**Local utilization**

Bar = 50 um. The die is cut into 20 by 20 equal tiles; dark purple is low, yellow is high, 0 to 100% covered.
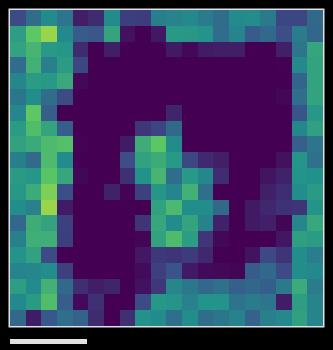
**Register map, names as in the netlist**

Bar = 50 um. Other sequential cells in the stronger gray, the rest of the logic in the fainter gray.
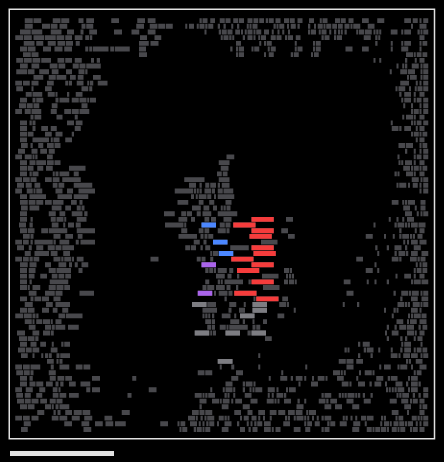
**Clock nets**

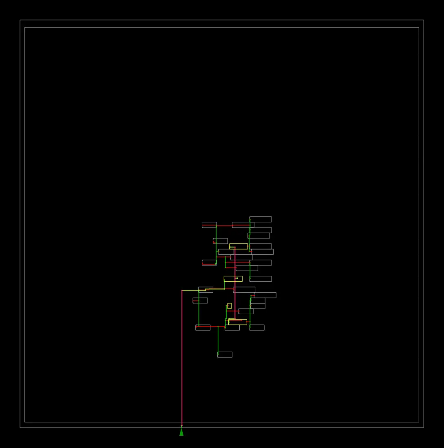
**Routed metal per tile**

The die is cut into 20 by 20 equal tiles; dark purple is low, yellow is high, scaled to the fullest tile. Values are wire area over tile area, all layers added.
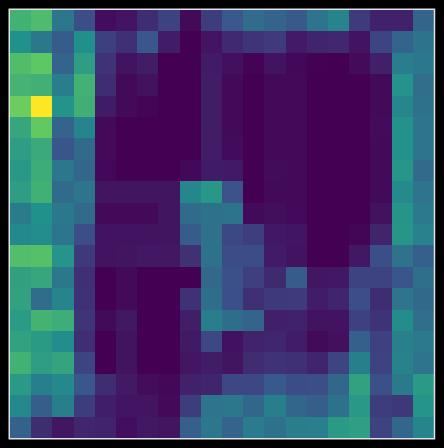
[src/rtl/riscv_vpu_types_pkg.sv]
// ============================================================================
// Module   : riscv_vpu_types_pkg
// Purpose  : Shared VPU request/response types and arbiter defaults.
// Revision : 1.0 - initial release
// ============================================================================
`default_nettype none

package riscv_vpu_types_pkg;

  localparam int VPU_ARB_NUM_REQ         = 4;
  localparam int VPU_ARB_MAX_OUTSTANDING = 4;
  // Wide enough for the largest supported requester count (8).
  localparam int VPU_ARB_ID_W            = 3;

  typedef logic [VPU_ARB_ID_W-1:0] vpu_arb_id_t;

  typedef struct packed {
    logic        valid;
    logic [3:0]  op;
    logic [31:0] data;
  } vpu_req_t;

  typedef struct packed {
    logic        valid;
    logic [31:0] data;
  } vpu_rsp_t;

  // Requester index 'offset' positions after 'base', wrapping modulo n.
  function automatic vpu_arb_id_t vpu_arb_rr_slot(input vpu_arb_id_t base,
                                                  input int          offset,
                                                  input int          n);
    int sum;
    sum = int'(base) + offset;
    if (sum >= n) sum = sum - n;
    return vpu_arb_id_t'(sum);
  endfunction

endpackage

`default_nettype wire

[src/rtl/vpu_arb_id_fifo.sv]
// ============================================================================
// Module   : vpu_arb_id_fifo
// Purpose  : In-order FIFO of granted requester IDs awaiting a response.
// Revision : 1.0 - initial release
// ============================================================================
`default_nettype none

module vpu_arb_id_fifo
  import riscv_vpu_types_pkg::*;
#(
  parameter int DEPTH = VPU_ARB_MAX_OUTSTANDING
) (
  input  logic        clk_i,
  input  logic        rst_i,
  input  logic        push_i,
  input  vpu_arb_id_t push_id_i,
  input  logic        pop_i,
  output logic        full_o,
  output logic        empty_o,
  output vpu_arb_id_t head_o
);

  localparam int PTR_W = $clog2(DEPTH);
  localparam int CNT_W = PTR_W + 1;

  logic [PTR_W-1:0] r_wr_ptr;
  logic [PTR_W-1:0] r_rd_ptr;
  logic [CNT_W-1:0] r_count;
  vpu_arb_id_t      r_mem [DEPTH];
  logic             w_push;
  logic             w_pop;

  assign full_o  = (r_count == CNT_W'(DEPTH));
  assign empty_o = (r_count == '0);
  assign head_o  = r_mem[r_rd_ptr];

  // Never overrun or underrun, even if the caller misbehaves.
  assign w_push = push_i && !full_o;
  assign w_pop  = pop_i && !empty_o;

  // Pointers wrap naturally because DEPTH is a power of two.
  always_ff @(posedge clk_i) begin
    if (rst_i) begin
      r_wr_ptr <= '0;
      r_rd_ptr <= '0;
      r_count  <= '0;
    end else begin
      if (w_push) r_wr_ptr <= r_wr_ptr + 1'b1;
      if (w_pop)  r_rd_ptr <= r_rd_ptr + 1'b1;
      case ({w_push, w_pop})
        2'b10:   r_count <= r_count + 1'b1;
        2'b01:   r_count <= r_count - 1'b1;
        default: r_count <= r_count;
      endcase
    end
  end

  // Storage needs no reset; only entries between the pointers are ever read.
  always_ff @(posedge clk_i) begin
    if (w_push) r_mem[r_wr_ptr] <= push_id_i;
  end

endmodule

`default_nettype wire

[src/rtl/vpu_req_arbiter.sv]
// ============================================================================
// Module   : vpu_req_arbiter
// Purpose  : Round-robin arbiter sharing one vpu_unit among NUM_REQ
//            requesters, with in-order response routing by ID FIFO.
// Config   : VPU_ARB_PERF_EN - enables grant/stall performance counters.
// Revision : 1.0 - initial release
// ============================================================================
`default_nettype none

module vpu_req_arbiter
  import riscv_vpu_types_pkg::*;
#(
  parameter int NUM_REQ         = VPU_ARB_NUM_REQ,
  parameter int MAX_OUTSTANDING = VPU_ARB_MAX_OUTSTANDING
) (
  input  logic                      clk_i,
  input  logic                      rst_i,
  input  vpu_req_t [NUM_REQ-1:0]    req_i,
  output logic     [NUM_REQ-1:0]    req_ready_o,
  output vpu_req_t                  vpu_req_o,
  input  logic                      vpu_req_ready_i,
  input  vpu_rsp_t                  vpu_rsp_i,
  output logic                      vpu_rsp_ready_o,
  output vpu_rsp_t [NUM_REQ-1:0]    rsp_o,
  input  logic     [NUM_REQ-1:0]    rsp_ready_i,
  output logic                      spurious_rsp_o,
  output logic [NUM_REQ-1:0][31:0]  perf_grant_cnt_o,
  output logic [31:0]               perf_stall_cnt_o
);

  vpu_arb_id_t              r_rr_ptr;
  logic                     r_spurious;
  logic [NUM_REQ-1:0]       w_valid_vec;
  logic [2*NUM_REQ-1:0]     w_dbl_vec;
  logic [NUM_REQ-1:0]       w_rot_vec;
  logic                     w_found;
  vpu_arb_id_t              w_grant_id;
  logic                     w_grant_vld;
  logic                     w_issue;
  logic                     w_pop;
  logic                     w_fifo_full;
  logic                     w_fifo_empty;
  vpu_arb_id_t              w_head_id;

  for (genvar j = 0; j < NUM_REQ; j++) begin : g_valid_vec
    assign w_valid_vec[j] = req_i[j].valid;
  end

  // Rotate the valid vector so bit 0 is the requester at rr_ptr.
  assign w_dbl_vec = {w_valid_vec, w_valid_vec} >> r_rr_ptr;
  assign w_rot_vec = w_dbl_vec[NUM_REQ-1:0];

  // Pick the first valid requester at or after rr_ptr.
  always_comb begin
    w_found    = 1'b0;
    w_grant_id = '0;
    for (int i = 0; i < NUM_REQ; i++) begin
      if (!w_found && w_rot_vec[i]) begin
        w_found    = 1'b1;
        w_grant_id = vpu_arb_rr_slot(r_rr_ptr, i, NUM_REQ);
      end
    end
  end

  // A full ID FIFO suppresses the grant entirely so the vpu_unit never sees
  // a valid request that the arbiter could not track; no pop bypass.
  assign w_grant_vld = w_found && !w_fifo_full;
  assign w_issue     = w_grant_vld && vpu_req_ready_i;

  // Forward the granted request and raise ready only on the granted lane.
  always_comb begin
    vpu_req_o   = '0;
    req_ready_o = '0;
    for (int j = 0; j < NUM_REQ; j++) begin
      if (w_grant_vld && (w_grant_id == vpu_arb_id_t'(j))) begin
        vpu_req_o       = req_i[j];
        vpu_req_o.valid = 1'b1;
        req_ready_o[j]  = vpu_req_ready_i;
      end
    end
  end

  // Route the response to the oldest outstanding requester; drop when empty.
  always_comb begin
    rsp_o           = '0;
    vpu_rsp_ready_o = 1'b1;
    if (!w_fifo_empty) begin
      vpu_rsp_ready_o = 1'b0;
      for (int j = 0; j < NUM_REQ; j++) begin
        if (w_head_id == vpu_arb_id_t'(j)) begin
          rsp_o[j]        = vpu_rsp_i;
          vpu_rsp_ready_o = rsp_ready_i[j];
        end
      end
    end
  end

  assign w_pop = vpu_rsp_i.valid && vpu_rsp_ready_o && !w_fifo_empty;

  vpu_arb_id_fifo #(
    .DEPTH (MAX_OUTSTANDING)
  ) u_id_fifo (
    .clk_i     (clk_i),
    .rst_i     (rst_i),
    .push_i    (w_issue),
    .push_id_i (w_grant_id),
    .pop_i     (w_pop),
    .full_o    (w_fifo_full),
    .empty_o   (w_fifo_empty),
    .head_o    (w_head_id)
  );

  // Advance the round-robin pointer past the granted requester on issue only.
  always_ff @(posedge clk_i) begin
    if (rst_i) begin
      r_rr_ptr <= '0;
    end else if (w_issue) begin
      if (w_grant_id == vpu_arb_id_t'(NUM_REQ - 1)) r_rr_ptr <= '0;
      else                                          r_rr_ptr <= w_grant_id + 1'b1;
    end
  end

  // Sticky record of a response arriving with nothing outstanding.
  always_ff @(posedge clk_i) begin
    if (rst_i) begin
      r_spurious <= 1'b0;
    end else if (vpu_rsp_i.valid && w_fifo_empty) begin
      r_spurious <= 1'b1;
    end
  end

  assign spurious_rsp_o = r_spurious;

`ifdef VPU_ARB_PERF_EN
  logic [NUM_REQ-1:0][31:0] r_grant_cnt;
  logic [31:0]              r_stall_cnt;
  logic                     w_any_valid;

  assign w_any_valid = |w_valid_vec;

  for (genvar j = 0; j < NUM_REQ; j++) begin : g_grant_cnt
    // Saturating count of issues granted to requester j.
    always_ff @(posedge clk_i) begin
      if (rst_i) begin
        r_grant_cnt[j] <= '0;
      end else if (w_issue && (w_grant_id == vpu_arb_id_t'(j)) &&
                   (r_grant_cnt[j] != '1)) begin
        r_grant_cnt[j] <= r_grant_cnt[j] + 32'd1;
      end
    end
  end

  // Saturating count of cycles with demand but no issue.
  always_ff @(posedge clk_i) begin
    if (rst_i) begin
      r_stall_cnt <= '0;
    end else if (w_any_valid && !w_issue && (r_stall_cnt != '1)) begin
      r_stall_cnt <= r_stall_cnt + 32'd1;
    end
  end

  assign perf_grant_cnt_o = r_grant_cnt;
  assign perf_stall_cnt_o = r_stall_cnt;
`else
  assign perf_grant_cnt_o = '0;
  assign perf_stall_cnt_o = '0;
`endif

endmodule

`default_nettype wire

[config.mk]
export PLATFORM = sky130hd
export DESIGN_NAME = vpu_req_arbiter
export DESIGN_NICKNAME = d
export VERILOG_FILES = /design/src/rtl/riscv_vpu_types_pkg.sv /design/src/rtl/vpu_arb_id_fifo.sv /design/src/rtl/vpu_req_arbiter.sv
export SDC_FILE = /design/constraint.sdc
export NUM_CORES = 1
export LEC_CHECK = 0
export CAP_MARGIN = 15
export CORE_AREA = 2 2 201 203
export CTS_CLUSTER_DIAMETER = 60
export CTS_CLUSTER_SIZE = 14
export DETAILED_ROUTE_END_ITERATION = 16
export DIE_AREA = 0 0 203 205
export GPL_TIMING_DRIVEN = 0
export PLACE_DENSITY_LB_ADDON = 0.3
export SYNTH_ARGS = -nofsm -noshare
export SYNTH_HDL_FRONTEND = slang
export SYNTH_HIERARCHICAL = 1
export SYNTH_SLANG_ARGS = --single-unit
[constraint.sdc]
create_clock -name clk_i -period 4.15 [get_ports clk_i]
set_input_delay 0.83 -clock clk_i [delete_from_list [all_inputs] [get_ports clk_i]]
set_output_delay 0.83 -clock clk_i [all_outputs]
set_load 0.05 [all_outputs]
==> out/qor.csv <==
metric,value,unit
Yosys Chip Area,4870,um^2
Setup Total Neg Slack,-5.30,ns
final std cells w/o fill,1807,
row count,73,
Async SR Flop Fraction,0,%
post-synth cell types,52,
Syn. warnings,6,
final wirelength,26100,um
total power,10.5,mW
combinational share of cell area,36.3,%
WHS,0.466,ns
launch point of the worst reg-to-reg path,r_rr_ptr[0],
area grow syn2layout,127,%
post-synthesis xor/xnor area fraction,0.540,%
LEAKAGE,4.70,nW
"mux frac, synth",10.3,%
most frequent cells in the layout,"clkdlybuf4s50_1, buf_4, conb_1",
grt met1 use,10.6,%
post-route minimum period,4.38,ns
Worst Hold End,spurious_rsp_o,
CP Depth,15,
maxcap violations,0,
Syn Inst Count,734,
failing checks,negative setup slack,
top-count cell post-synth,nor2_1,
sequential area share after synthesis,12.8,%
"Clk pin slew, worst setup/hold paths",0.06,ns
M1 wire length,8560,um
Pins Over Slew Limit,0,
Core Region,39400,um^2
crit path kind,in -> out,
Pint,4.30,mW
# setup viols final,36,
Max Root-Sink Buffers,2,
ClkCell Share,0.726,%
top sig layer,met4,
FFs & Latches,25,
Gate power share,94.5,%
via count,6252,
Yosys reg bits,25,
hold_sp,spurious_rsp_o,
I/O Buffers,362,
comb pwr,9.90,mW
NonClk Buf Share,50.9,%
Die Ht,205,um
wire per inst,14.4,um
RR Endpoint,u_id_fifo/r_count[2],
final global-route overflow total,0,
wire length on met2,14500,um
Yosys Instances,734,
Post-synth area hogs,"buf_4, nor2_1, mux2i_1",
"Req. time, crit path",3.32,ns
fin worst setup slack,-0.234,ns
Switch Pwr,6.18,mW
Placement Setup Slack,-2.08,ns
status,"complete, but fails checks",
worst hold path type,reg -> reg,
Worst slew margin,51.6,%
Setup crit end,vpu_req_o[26],
Basic Gates by Area,31.0,%
total CTS buffers,3,
Top cell area share,24.7,%
share of layout cells above drive strength 1,29.8,%
Clock Skew,0.00303,ns
Biggest register,u_id_fifo/r_mem,
"Core Util, Final",28.0,%
first-pass GRT wire length,36500,um
"Hold Vio Cnt, Final",0,
Power Sequential,369,uW
Most Crowded Layer GR,met2,
max FFs per register,12,
Hold Path Cell Cnt,2,
"CP delay by family, top",AND-OR/OR-AND gates,
Worst-Margin Slew,0.723,ns
final layout net count,1482,
Sw Ratio,59.0,%
# Taps,525,
postcts setup bufs,10,
inverter count,16,
non-clock buffer count in the final layout,588,
DRT antenna net count,0,
startpoint types,input pin,
"Arr. time, crit path",3.55,ns
H-tree depth,1,
clock share of power,2.0,%
RSZ-0062 raised after global routing,yes,
"Avg Cell Area, Syn",6.63,um^2
biggest regs,"u_id_fifo/r_mem: 12 flops, r_rr_ptr: 3 flops, u_id_fifo/r_count: 3 flops",
## Picture notes: 'local utilization'
The emptiest ninth of the die: top middle. 34% of the tiles are nearly empty. The mean over all tiles is 25%. 0.70% of the tiles are over 75% full.

## Picture notes: 'register map, names as in the netlist'
Key: u_id_fifo/r_mem = red [sequential cells 12, where middle]; u_id_fifo/r_wr_ptr = purple [sequential cells 2]; r_rr_ptr = blue [sequential cells 3]
Another 8 sequential cells are not colored.

## Picture notes: 'clock nets'
Power Clock: 212 uW
CTS Sinks: 25

## Picture notes: 'routed metal per tile'
The densest ninth of the die: top left. The mean over all tiles is 0.10. The fullest tile reaches 0.48.

Power figures rest on the tool's default switching activity, not on a simulated workload.
